<file path="config.mk">
export PLATFORM = sky130hd
export DESIGN_NAME = weed_path_planner_flat
export DESIGN_NICKNAME = d
export VERILOG_FILES = /design/src/rtl/weed_intel_pkg.sv /design/src/rtl/weed_path_planner_if.sv /design/src/rtl/weed_tick_gen.sv /design/src/rtl/weed_path_planner.sv /design/src/flat_wrapper.sv
export SDC_FILE = /design/constraint.sdc
export NUM_CORES = 1
export LEC_CHECK = 0
export CAP_MARGIN = 20
export CORE_MARGIN = 5
export CORE_UTILIZATION = 53
export CTS_CLUSTER_SIZE = 30
export DETAILED_ROUTE_END_ITERATION = 10
export PLACE_DENSITY = 0.8
export SLEW_MARGIN = 0
export SYNTH_ARGS = -nofsm -noshare
export SYNTH_HDL_FRONTEND = slang
export SYNTH_HIERARCHICAL = 1
export SYNTH_SLANG_ARGS = --single-unit
</file>
<file path="constraint.sdc">
create_clock -name clock -period 2.79 [get_ports clock]
set_input_delay 0.837 -clock clock [delete_from_list [all_inputs] [get_ports clock]]
set_output_delay 0.837 -clock clock [all_outputs]
set_load 0.01 [all_outputs]
</file>
<file path="src/rtl/weed_intel_pkg.sv">
// Shared types and helpers for the serpentine weed path planner.
//   planner_state_e : planner FSM states
//   pending_act_e   : action resumed after a plant stop
//   motion_cmd_t    : registered command bundle driven to the motor drivers
//   idx_width()     : max(1, clog2(n)) width helper
package weed_intel_pkg;

    typedef enum logic [2:0] {
        S_IDLE    = 3'd0,
        S_FORWARD = 3'd1,
        S_TURN    = 3'd2,
        S_STOP    = 3'd3,
        S_DONE    = 3'd4
    } planner_state_e;

    typedef enum logic {
        ACT_FWD  = 1'b0,
        ACT_TURN = 1'b1
    } pending_act_e;

    typedef struct packed {
        logic front;
        logic right;
        logic left;
        logic stop;
        logic done;
    } motion_cmd_t;

    // Bits needed to hold the values 0..n-1, never less than one.
    function automatic int unsigned idx_width(input int unsigned n);
        return (n <= 32'd1) ? 32'd1 : 32'($clog2(n));
    endfunction

endpackage

</file>
<file path="src/rtl/weed_path_planner_if.sv">
// Planner command/status bundle between detect front end, planner and motor drivers.
//   start, plant                 : requests into the planner
//   front/right/left/stop/done   : registered motion commands and status
//   row_index, step_index        : current row and forward steps issued in it
//   plant_events (WEED_PLANT_COUNT_EN only) : saturating count of plant stops
// Modports: master = requester/observer side, slave = planner side.
interface weed_path_planner_if #(
    parameter int unsigned ROW_W  = 3,
    parameter int unsigned STEP_W = 3
);

    logic              start;
    logic              plant;
    logic              front;
    logic              right;
    logic              left;
    logic              stop;
    logic              done;
    logic [ROW_W-1:0]  row_index;
    logic [STEP_W-1:0] step_index;
`ifdef WEED_PLANT_COUNT_EN
    logic [15:0]       plant_events;

    modport master (
        output start, plant,
        input  front, right, left, stop, done, row_index, step_index, plant_events
    );

    modport slave (
        input  start, plant,
        output front, right, left, stop, done, row_index, step_index, plant_events
    );
`else
    modport master (
        output start, plant,
        input  front, right, left, stop, done, row_index, step_index
    );

    modport slave (
        input  start, plant,
        output front, right, left, stop, done, row_index, step_index
    );
`endif

endinterface

</file>
<file path="src/rtl/weed_tick_gen.sv">
// Motion tick generator: counts 0..TICK_CYCLES-1 while running and flags the last count.
//   clock, reset_n : clock and asynchronous active-low reset
//   i_run          : counter advances only while asserted
//   i_clear        : synchronous clear, aligns the first tick to TICK_CYCLES after start
//   o_tick_c       : one-cycle tick (combinational decode of the count)
module weed_tick_gen
    import weed_intel_pkg::*;
#(
    parameter int unsigned TICK_CYCLES = 15_000_000
) (
    input  logic clock,
    input  logic reset_n,
    input  logic i_run,
    input  logic i_clear,
    output logic o_tick_c
);

    localparam int unsigned         CNT_W   = idx_width(TICK_CYCLES);
    localparam logic [CNT_W-1:0]    CNT_MAX = CNT_W'(TICK_CYCLES - 1);

    logic [CNT_W-1:0] r_count;

    // Wrapping period counter, frozen while not running.
    always_ff @(posedge clock or negedge reset_n) begin
        if (!reset_n) begin
            r_count <= '0;
        end else if (i_clear) begin
            r_count <= '0;
        end else if (i_run) begin
            r_count <= (r_count == CNT_MAX) ? '0 : r_count + CNT_W'(1);
        end
    end

    assign o_tick_c = i_run && (r_count == CNT_MAX);

endmodule

</file>
<file path="src/rtl/weed_path_planner.sv">
// Serpentine field-coverage planner: one motion command per tick, right/left turns
// alternating between rows, plant stops with a plant-free dwell, then done.
//   clock, reset_n : clock and asynchronous active-low reset
//   bus (slave)    : start/plant in; front/right/left/stop/done, row_index, step_index out
// Optional feature macro WEED_PLANT_COUNT_EN adds bus.plant_events, a saturating
// 16-bit count of STOP entries cleared by reset and by an accepted start.
// step_index is sized to hold ROW_STEPS itself, since a complete row reports it.
module weed_path_planner
    import weed_intel_pkg::*;
#(
    parameter int unsigned TICK_CYCLES = 15_000_000,
    parameter int unsigned ROW_STEPS   = 4,
    parameter int unsigned NUM_ROWS    = 8,
    parameter int unsigned DWELL_TICKS = 2
) (
    input  logic               clock,
    input  logic               reset_n,
    weed_path_planner_if.slave bus
);

    localparam int unsigned         ROW_W      = idx_width(NUM_ROWS);
    localparam int unsigned         STEP_W     = idx_width(ROW_STEPS + 1);
    localparam int unsigned         DWELL_W    = idx_width(DWELL_TICKS + 1);
    localparam logic [STEP_W-1:0]   STEP_LAST  = STEP_W'(ROW_STEPS);
    localparam logic [ROW_W-1:0]    ROW_LAST   = ROW_W'(NUM_ROWS - 1);
    localparam logic [DWELL_W-1:0]  DWELL_LOAD = DWELL_W'(DWELL_TICKS);

    planner_state_e     r_state,   w_state_n;
    logic [ROW_W-1:0]   r_row,     w_row_n;
    logic [STEP_W-1:0]  r_step,    w_step_n;
    logic [DWELL_W-1:0] r_dwell,   w_dwell_n;
    pending_act_e       r_pend,    w_pend_n;
    motion_cmd_t        r_cmd,     w_cmd_n;

    logic               w_tick;
    logic               w_run;
    logic               w_accept;
    logic               w_do_act;
    pending_act_e       w_act;
    pending_act_e       w_row_act;

    assign w_run     = (r_state != S_IDLE) && (r_state != S_DONE);
    assign w_row_act = (r_step < STEP_LAST) ? ACT_FWD : ACT_TURN;

    weed_tick_gen #(
        .TICK_CYCLES (TICK_CYCLES)
    ) u_tick_gen (
        .clock    (clock),
        .reset_n  (reset_n),
        .i_run    (w_run),
        .i_clear  (w_accept),
        .o_tick_c (w_tick)
    );

    // State and counter registers.
    always_ff @(posedge clock or negedge reset_n) begin
        if (!reset_n) begin
            r_state <= S_IDLE;
            r_row   <= '0;
            r_step  <= '0;
            r_dwell <= '0;
            r_pend  <= ACT_FWD;
            r_cmd   <= '0;
        end else begin
            r_state <= w_state_n;
            r_row   <= w_row_n;
            r_step  <= w_step_n;
            r_dwell <= w_dwell_n;
            r_pend  <= w_pend_n;
            r_cmd   <= w_cmd_n;
        end
    end

    // Next-state and command decode; everything past IDLE/DONE moves on ticks only.
    always_comb begin
        w_state_n = r_state;
        w_row_n   = r_row;
        w_step_n  = r_step;
        w_dwell_n = r_dwell;
        w_pend_n  = r_pend;
        w_cmd_n   = r_cmd;
        w_accept  = 1'b0;
        w_do_act  = 1'b0;
        w_act     = r_pend;

        case (r_state)
            S_IDLE, S_DONE: begin
                if (bus.start) begin
                    w_accept  = 1'b1;
                    w_state_n = S_FORWARD;
                    w_row_n   = '0;
                    w_step_n  = '0;
                    w_dwell_n = '0;
                    w_cmd_n   = '0;
                end
            end
            S_FORWARD, S_TURN: begin
                if (w_tick) begin
                    if (bus.plant) begin
                        w_state_n    = S_STOP;
                        w_pend_n     = w_row_act;
                        w_dwell_n    = DWELL_LOAD;
                        w_cmd_n      = '0;
                        w_cmd_n.stop = 1'b1;
                    end else begin
                        w_do_act = 1'b1;
                        w_act    = w_row_act;
                    end
                end
            end
            S_STOP: begin
                if (w_tick) begin
                    if (bus.plant) begin
                        w_dwell_n = DWELL_LOAD;
                    end else if (r_dwell != '0) begin
                        w_dwell_n = r_dwell - DWELL_W'(1);
                    end else begin
                        w_do_act = 1'b1;
                        w_act    = r_pend;
                    end
                end
            end
            default: begin
                w_state_n = S_IDLE;
            end
        endcase

        // Execute a forward step, a row turn, or finish when the last row is complete.
        if (w_do_act) begin
            w_cmd_n = '0;
            if (w_act == ACT_FWD) begin
                w_cmd_n.front = 1'b1;
                w_step_n      = r_step + STEP_W'(1);
                w_state_n     = S_FORWARD;
            end else if (r_row < ROW_LAST) begin
                w_cmd_n.right = ~r_row[0];
                w_cmd_n.left  = r_row[0];
                w_row_n       = r_row + ROW_W'(1);
                w_step_n      = '0;
                w_state_n     = S_TURN;
            end else begin
                w_cmd_n.done  = 1'b1;
                w_state_n     = S_DONE;
            end
        end
    end

    assign bus.front      = r_cmd.front;
    assign bus.right      = r_cmd.right;
    assign bus.left       = r_cmd.left;
    assign bus.stop       = r_cmd.stop;
    assign bus.done       = r_cmd.done;
    assign bus.row_index  = r_row;
    assign bus.step_index = r_step;

`ifdef WEED_PLANT_COUNT_EN
    logic        w_stop_entry;
    logic [15:0] r_events;

    assign w_stop_entry = w_tick && bus.plant &&
                          ((r_state == S_FORWARD) || (r_state == S_TURN));

    // Saturating count of plant stops since the last accepted start.
    always_ff @(posedge clock or negedge reset_n) begin
        if (!reset_n) begin
            r_events <= '0;
        end else if (w_accept) begin
            r_events <= '0;
        end else if (w_stop_entry && (r_events != 16'hFFFF)) begin
            r_events <= r_events + 16'd1;
        end
    end

    assign bus.plant_events = r_events;
`endif

endmodule

</file>
<file path="src/flat_wrapper.sv">
// flat-port wrapper written by rule: the top's interface ports become plain ports
module weed_path_planner_flat import weed_intel_pkg::*;
#(
    parameter int unsigned TICK_CYCLES = 15_000_000,
    parameter int unsigned ROW_STEPS   = 4,
    parameter int unsigned NUM_ROWS    = 8,
    parameter int unsigned DWELL_TICKS = 2
)
  (clock, reset_n, bus_start, bus_plant, bus_front, bus_right, bus_left, bus_stop, bus_done, bus_row_index, bus_step_index);
  weed_path_planner_if #(.ROW_W((idx_width(NUM_ROWS))), .STEP_W((idx_width(ROW_STEPS + 1)))) bus_i ();
  input  logic clock;
  input  logic reset_n;
  input wire logic [$bits(bus_i.start)-1:0] bus_start;
  input wire logic [$bits(bus_i.plant)-1:0] bus_plant;
  output wire logic [$bits(bus_i.front)-1:0] bus_front;
  output wire logic [$bits(bus_i.right)-1:0] bus_right;
  output wire logic [$bits(bus_i.left)-1:0] bus_left;
  output wire logic [$bits(bus_i.stop)-1:0] bus_stop;
  output wire logic [$bits(bus_i.done)-1:0] bus_done;
  output wire logic [$bits(bus_i.row_index)-1:0] bus_row_index;
  output wire logic [$bits(bus_i.step_index)-1:0] bus_step_index;
  assign bus_i.start = bus_start;
  assign bus_i.plant = bus_plant;
  assign bus_front = bus_i.front;
  assign bus_right = bus_i.right;
  assign bus_left = bus_i.left;
  assign bus_stop = bus_i.stop;
  assign bus_done = bus_i.done;
  assign bus_row_index = bus_i.row_index;
  assign bus_step_index = bus_i.step_index;
  weed_path_planner #(.TICK_CYCLES(TICK_CYCLES), .ROW_STEPS(ROW_STEPS), .NUM_ROWS(NUM_ROWS), .DWELL_TICKS(DWELL_TICKS)) u_core (.clock(clock), .reset_n(reset_n), .bus(bus_i));
endmodule
</file>
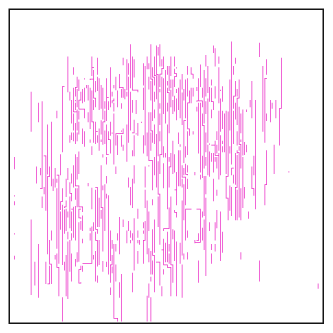
met2.png
(4 px per um)
main direction: vertical
nets with wire on the layer: 244
wire length on this layer: 2650 um
longest straight run: 30.6 um
share of all routed wire: 48%
detailed-route wire length: 5.55 mm
global-route track usage on met2: 31.3%

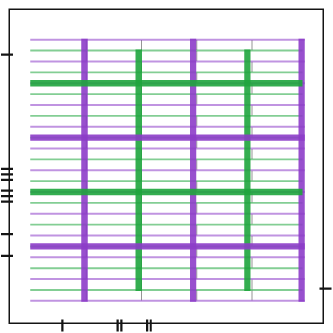
pdn.png
(4 px per um) Pins as bars on the die edge. Tap cells in grey.
legend:
  green:
    net: VDD
  purple:
    net: VSS
met1 rails: 25
rows: 24
tap cells: 52
core area: 4440 um2
IR drop worst, VDD: 0.000279 V
Die Wd: 78.1 um
vertical die size: 78.1 um

==> metrics.yaml <==
logic_synthesis:
  ys_cells: 261
  compound_area_share_pct: 14.0
  top_cell: "sky130_fd_sc_hd__dfrtp_1"
  synthesis.area_um2: 2460
  enable_flop_cells: 0
  number_of_distinct_library_cell_variants_in_the_gate_level_netlist_after_synthesis: 65
  postSynth.asyncResetShare_pct: 100
  post_synth_mux_area_share_pct: 3.46
  yosys.area_share.adder_pct: 2.03
  synthDominantAreaCellType: "sky130_fd_sc_hd__dfrtp_1"
  top_area_share_pct: 41.7
drt:
  drc: 0
  final_antenna_net_count: 0
  drt-pass1-iter-count: 4
finish:
  antenna_cells: 0
  finish.instance_area_um2: 2790
  logic_area_um2: 1320
  final_common_cell: "sky130_fd_sc_hd__dfrtp_1"
  layoutNonFillerInstCount: 337
sta:
  slew_headroom_pct: 60.9
  final-setup-viol-count: 0
  drv_slew: 0
  setup_total_negative_slack_ns: 0
  whs_ns: 0.434
job:
  openroad.warnings: 26
status:
  run_status: "finished clean"
global_route:
  grt_busiest_layer: "met2"
  antenna_found_initial: 0
  grt_start_max_net_pins: 18
worst_setup_path:
  critPathLaunch: "u_core/u_tick_gen/r_count[3]"
  cp.arrival_ns: 2.83
  crit_path_end_kind: "flop"
  r2r_start: "u_core/u_tick_gen/r_count[3]"
  critical_path.endpoint: "u_core/bus.row_index[1]"
  cp_data_required_time_ns: 2.97
cts:
  clk_path_buf_depth: 2
  cts_tree: "done"
  cts_hold_repair.buffers: 0
floorplanning:
  dieArea_um2: 6110
power:
  power.switching_w: 0.000229
  comb_cell_power_w: 0.0000315
  post-layout-total-power_w: 0.00110
  power.share.clock_pct: 42.6
  power_frac_seq_pct: 54.5
placed_design:
  dp_hpwl_mm: 4.03
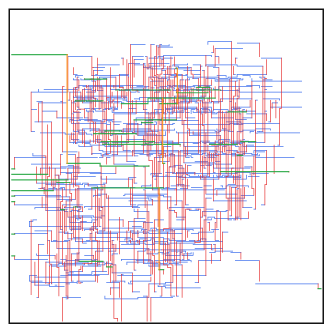
metal_stack.png
(4 px per um)
legend:
  green:
    layer: met3
    wire_length: 273 um
  orange:
    layer: met4
    wire_length: 72.8 um
  blue:
    layer: met1
    wire_length: 2550 um
  red:
    layer: met2
    wire_length: 2650 um
via count of the routed design: 2126
total global routing track utilization: 19.7%
DR WL/cell: 16.5 um

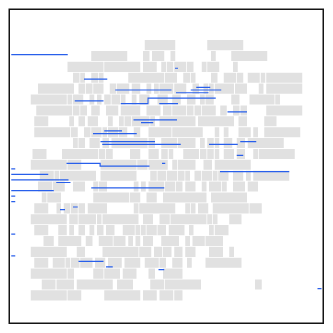
met3.png
(4 px per um) Cells faint in the background.
wire length on this layer: 273 um
share of all routed wire: 4.9%
longest straight run: 19.3 um
GR Util met3: 4.58%

[worst max-delay path: stages (launching register included)]
cell,delay (ns)
sky130_fd_sc_hd__dfrtp_1,0.51
sky130_fd_sc_hd__nand3_4,0.16
sky130_fd_sc_hd__or3_4,0.42
sky130_fd_sc_hd__or2_1,0.23
sky130_fd_sc_hd__nor2_1,0.18
sky130_fd_sc_hd__nand2b_1,0.14
sky130_fd_sc_hd__or4_4,0.50
sky130_fd_sc_hd__nor3_4,0.27
sky130_fd_sc_hd__o21ai_1,0.12
[area by class of cell]
| type | count | area share (%) |
|---|---|---|
| multi-input cells | 200 | 47.5 |
| flip-flops and latches | 41 | 36.8 |
| inverters | 10 | 1.35 |
| clock inverters | 2 | 1.26 |
| repair buffers | 27 | 8.34 |
| clock buffers | 5 | 2.47 |
| well taps | 52 | 2.33 |
No activity file was given, so power comes from the tool's default toggle rates.
